===== src/rtl/dcache_ctrl.sv =====
// Direct-mapped, write-back data cache between the CPU datapath and a word-wide data memory.
// Load hits return data combinationally; misses walk WRITEBACK -> FETCH -> UPDATE.
module dcache_ctrl #(
  parameter int NBLOCKS     = 8,
  parameter int BLOCK_BYTES = 4
) (
  input  logic        CLK,
  input  logic        RESET,
  input  logic        READ,
  input  logic        WRITE,
  input  logic [7:0]  ADDRESS,
  input  logic [7:0]  WRITEDATA,
  output logic [7:0]  READDATA,
  output logic        BUSYWAIT,
  output logic        MEM_READ,
  output logic        MEM_WRITE,
  output logic [5:0]  MEM_ADDRESS,
  output logic [31:0] MEM_WRITEDATA,
  input  logic [31:0] MEM_READDATA,
  input  logic        MEM_BUSYWAIT,
  output logic [1:0]  o_dbg_state
);

  localparam int IDX_W = $clog2(NBLOCKS);
  localparam int OFF_W = $clog2(BLOCK_BYTES);
  localparam int TAG_W = 8 - IDX_W - OFF_W;

  localparam logic [1:0] S_IDLE      = 2'd0;
  localparam logic [1:0] S_WRITEBACK = 2'd1;
  localparam logic [1:0] S_FETCH     = 2'd2;
  localparam logic [1:0] S_UPDATE    = 2'd3;

  // Handshake: the CPU holds READ/WRITE, ADDRESS and WRITEDATA until it sees
  // BUSYWAIT low; a memory request completes in the cycle MEM_BUSYWAIT is low.

  logic [1:0]       r_state;
  logic [1:0]       w_state_nxt;
  logic [31:0]      r_data [NBLOCKS];
  logic [TAG_W-1:0] r_tag  [NBLOCKS];
  logic [NBLOCKS-1:0] r_valid;
  logic [NBLOCKS-1:0] r_dirty;
  logic [TAG_W-1:0] r_miss_tag;
  logic [IDX_W-1:0] r_miss_idx;
  logic [31:0]      r_fill;

  logic [TAG_W-1:0] w_tag;
  logic [IDX_W-1:0] w_idx;
  logic [OFF_W-1:0] w_off;
  logic [OFF_W+2:0] w_byte_sel;
  logic [31:0]      w_line;
  logic             w_hit;
  logic             w_req;
  logic             w_idle_miss;
  logic             w_store;

  assign w_tag       = ADDRESS[7:IDX_W+OFF_W];
  assign w_idx       = ADDRESS[IDX_W+OFF_W-1:OFF_W];
  assign w_off       = ADDRESS[OFF_W-1:0];
  assign w_byte_sel  = {w_off, 3'b000};
  assign w_line      = r_data[w_idx];
  assign w_hit       = r_valid[w_idx] && (r_tag[w_idx] == w_tag);
  assign w_req       = READ || WRITE;
  assign w_idle_miss = (r_state == S_IDLE) && w_req && !w_hit;
  assign w_store     = (r_state == S_IDLE) && WRITE && w_hit;
  assign o_dbg_state = r_state;

  always_comb begin
    w_state_nxt = r_state;
    case (r_state)
      S_IDLE: begin
        if (w_idle_miss) begin
          w_state_nxt = (r_valid[w_idx] && r_dirty[w_idx]) ? S_WRITEBACK : S_FETCH;
        end
      end
      S_WRITEBACK: if (!MEM_BUSYWAIT) w_state_nxt = S_FETCH;
      S_FETCH:     if (!MEM_BUSYWAIT) w_state_nxt = S_UPDATE;
      S_UPDATE:    w_state_nxt = S_IDLE;
      default:     w_state_nxt = S_IDLE;
    endcase
  end

  // Miss states address the latched victim/target so a dropped request still completes cleanly.
  always_comb begin
    READDATA      = 8'h00;
    BUSYWAIT      = 1'b0;
    MEM_READ      = 1'b0;
    MEM_WRITE     = 1'b0;
    MEM_ADDRESS   = 6'h00;
    MEM_WRITEDATA = 32'h0;
    case (r_state)
      S_IDLE: begin
        BUSYWAIT = w_req && !w_hit;
        if (READ && w_hit) READDATA = w_line[w_byte_sel +: 8];
      end
      S_WRITEBACK: begin
        BUSYWAIT      = 1'b1;
        MEM_WRITE     = 1'b1;
        MEM_ADDRESS   = {r_tag[r_miss_idx], r_miss_idx};
        MEM_WRITEDATA = r_data[r_miss_idx];
      end
      S_FETCH: begin
        BUSYWAIT    = 1'b1;
        MEM_READ    = 1'b1;
        MEM_ADDRESS = {r_miss_tag, r_miss_idx};
      end
      S_UPDATE: BUSYWAIT = 1'b1;
      default: ;
    endcase
  end

  always_ff @(posedge CLK) begin
    if (RESET) begin
      r_state <= S_IDLE;
      r_valid <= '0;
      r_dirty <= '0;
    end else begin
      r_state <= w_state_nxt;
      if (w_store) r_dirty[w_idx] <= 1'b1;
      if (r_state == S_UPDATE) begin
        r_valid[r_miss_idx] <= 1'b1;
        r_dirty[r_miss_idx] <= 1'b0;
      end
    end
  end

  // Data, tags and the miss latch carry no reset; validity alone qualifies them.
  always_ff @(posedge CLK) begin
    if (!RESET) begin
      if (w_idle_miss) begin
        r_miss_tag <= w_tag;
        r_miss_idx <= w_idx;
      end
      if ((r_state == S_FETCH) && !MEM_BUSYWAIT) r_fill <= MEM_READDATA;
      if (w_store) r_data[w_idx][w_byte_sel +: 8] <= WRITEDATA;
      if (r_state == S_UPDATE) begin
        r_data[r_miss_idx] <= r_fill;
        r_tag[r_miss_idx]  <= r_miss_tag;
      end
    end
  end

endmodule


===== config.mk =====
export PLATFORM = sky130hd
export DESIGN_NAME = dcache_ctrl
export DESIGN_NICKNAME = d
export VERILOG_FILES = /design/src/rtl/dcache_ctrl.sv
export SDC_FILE = /design/constraint.sdc
export NUM_CORES = 1
export LEC_CHECK = 0
export CORE_ASPECT_RATIO = 0.6
export CORE_UTILIZATION = 29
export DETAILED_ROUTE_END_ITERATION = 7
export SYNTH_ARGS = -nofsm -noshare
export SYNTH_HDL_FRONTEND = slang
export SYNTH_SLANG_ARGS = --single-unit
export TNS_END_PERCENT = 100

===== constraint.sdc =====
create_clock -name CLK -period 4.05 [get_ports CLK]
set_input_delay 1.0125 -clock CLK [delete_from_list [all_inputs] [get_ports CLK]]
set_output_delay 1.0125 -clock CLK [all_outputs]
set_load 0.01 [all_outputs]

Figure 1. M3 wires.
Scale: 2 px per um.
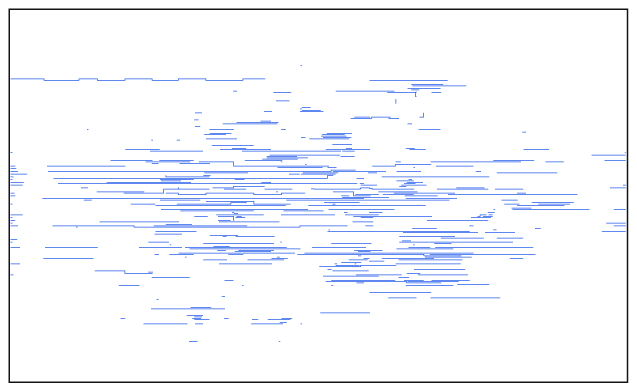
- main direction: horizontal
- nets with wire on the layer: 223
- share of all routed wire: 11%
Routed WL: 55000 um
met3 track demand over resource in global routing: 0.0508
via count: 11.4k

Figure 2. Routing congestion.
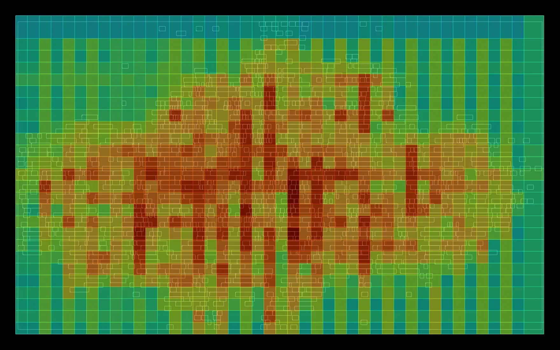
Global Route met1 Usage: 0.277
met2 track demand over resource: 0.279

==> run summary <==
Implementation summary

The effective utilization at floorplan is 0.297. The largest single stage delay on the critical path is 0.27 ns. No sink is reached through more buffers than the 3 on the longest clock path.

Yosys mapped a number of flops with a built-in enable equal to 318. In the synthesized netlist, the number of instances is 1056. The number of setup violations in the final report is 0. STA puts the critical path data required time at 3.04 ns. The synthesized netlist has a Yosys-reported chip area of 0.0163 mm^2. The count of antenna-violating nets left after detailed routing is 0. The minimum setup slack after placement is -0.505 ns. The area fraction of the dominant cell type after synthesis is 0.585. The synthesized netlist occupies a cell area of 0.0163 mm^2. Once detailed placement completed, the half-perimeter wirelength came to 38200 um. The average routed wire per standard cell is 26.8 um. The growth of design area from synthesis to finish is 28.1%. The worst-skew pair later-pin latency is 0.54 ns. The most critical min-delay path falls under flip-flop to flip-flop. STA classifies the critical path endpoint as an output pin.

During I/O placement, the number of pins put on the boundary was 104. The highest clock rate this design can be run at is 0.249 GHz. The capture point of the worst path is READDATA[6]. At the end of the flow, the number of nets in the layout was 1341. Across all hold checks on the routed design, the worst slack comes to 0.461 ns.

The iteration count recorded for the first detailed-route pass is 5. In this run the number of cells on the critical path is 11. The number of cells reported by Yosys stat comes to 1056. The share of async-settable or async-resettable flops after synthesis is 0. The leakage power is 7.12 nW. The final critical delay including setup and external delays is 4.02 ns. The worst slew slack as a fraction of its limit is 0.338. For the pin with the worst max-slew slack, the measured transition is 0.990 ns.

The global-route congestion overflow total is 0. In the hold report, the worst path ends at r_valid[7]. The cell resize tally after clock tree synthesis is 75. Dividing the synthesized area by the synthesized cell count gives 15.5 um^2.

The CTS clock-pin slew for the worst setup and hold paths is 0.06 ns. The top cell types in the final layout, fill and taps aside, are sky130_fd_sc_hd__edfxtp_1 (318), sky130_fd_sc_hd__buf_4 (131), sky130_fd_sc_hd__clkdlybuf4s50_1 (91), sky130_fd_sc_hd__mux4_2 (87), sky130_fd_sc_hd__nor2_1 (62). The worst hold path passes through 2 cells.

The count of distinct cell types in the synthesized netlist is 62. The synthesis warning total is 0. Sorting the synthesis cell report by count puts at the top sky130_fd_sc_hd__edfxtp_1. The critical path arrival is 3.01 ns.

CTS placed an instance of sky130_fd_sc_hd__clkbuf_16 at the clock tree root. The clock tree synthesis step divided the H-tree into 2 levels. Across all setup checks in the final design, the least slack found is 0.0291 ns. The timing report attributes the biggest portion of critical-path delay to buffers and inverters. CTS added clock buffers totalling 35.

The setup slack of the most critical reg-to-reg path is 0.80 ns. After synthesis the netlist holds a flip-flop and latch count of 339. The critical path class is primary input to output pin. The die is 186 um tall. The count of pins over their slew limit is 0. The capturing point of the worst reg2reg path is r_data[0][11].

Clock skew on the completed layout was measured at 0.0223 ns. In this run the post-CTS setup repair buffer count came out at 16. The post-synth net total is 1119.

The wire length of the first global-routing pass is 78600 um. The count of buffers inserted at the top-level ports is 103. The most critical setup path has its startpoint at ADDRESS[2]. The core region is 0.0549 mm^2. The timing report notes that buffer and inverter cells on the critical path total 5.

The layout summary lists the proportion of cells stronger than drive strength 1 as 0.313. The share of synthesized area occupied by flip-flops and latches is 0.611. The flow ran to the end, and the final reports show no timing, DRC or antenna violations.
Figure 3. Gate-type map.
Scale: 1.5 px per um.
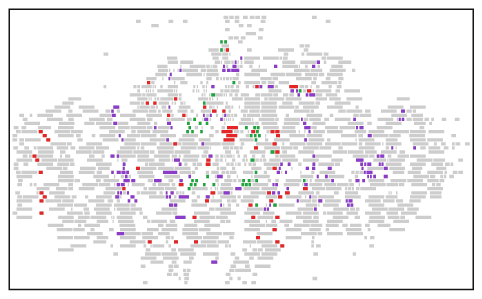
- aoi and oai cells: purple (cells 142)
- and/or cells: green (cells 43; where centre)
- non-inverting ao/oa cells: red (cells 59)
logic share of the area: 0.296
most common logic cell in the routed design: sky130_fd_sc_hd__edfxtp_1
number of cells in the finished layout apart from fillers: 2050

-- area by class of cell --
cell class / count / area, um^2 / area share
flip-flops and latches: 339 / 9980 / 0.477
well taps: 748 / 936 / 0.0447
repair buffers: 259 / 2590 / 0.124
inverters: 12 / 45.0 / 0.00215
multi-input cells: 631 / 6190 / 0.296
clock inverters: 23 / 245 / 0.0117
clock buffers: 38 / 930 / 0.0444
-- power by group --
group          internal, mW  switching [mW]  total [mW]
logic                 0.913           0.965        1.88
clock network          1.98            1.42        3.40
registers              3.92          0.0893        4.01
total                  6.81            2.47        9.28
-- stage by stage --
| step | util | total power [mW] | area [um^2] | setup TNS [ns] | instances |
|---|---|---|---|---|---|
| 2_1_floorplan | - | 5.12 | 16300 | 0 | 1056 |
| 3_3_place_gp | 0.347 | 5.85 | 19100 | -4.20 | 1961 |
| 3_5_place_dp | 0.347 | 5.86 | 19100 | -4.27 | 1961 |
| 4_1_cts | 0.377 | 9.27 | 20700 | -0.0376 | 2042 |
| 5_1_grt | 0.381 | 9.56 | 20900 | -0.0150 | 2050 |
| 6_report | 0.381 | 9.28 | 20900 | 0 | 2050 |
-- cell families (layout without fill, tap and decap cells) --
logic type,count (synthesis),in the layout,synth area share
AOI/OAI and AO/OA,201,201,0.0930
muxes,195,195,0.191
adders and majority gates,10,10,0.00766
and+or+nand+nor,225,225,0.0716
DFF,339,339,0.611
buffers and inverters,86,332,0.0262
-- registers in the layout, summed over array words and instances (netlist names), named ones only --
signal / flops
o_dbg_state: 2
r_data: 256
r_miss_tag: 3
r_valid: 8
r_miss_idx: 3
r_tag: 24
r_fill: 32
r_dirty: 8
-- routing by layer --
metal  GRT usage  wire length (um)  vias up
met5           0                 0        -
met4      0.0428              1180        0
met3      0.0508              5920       80
met2       0.279             23800      620
met1       0.277             24100     5965
li1            -                 -     4727
No activity file was given, so power comes from the tool's default toggle rates.
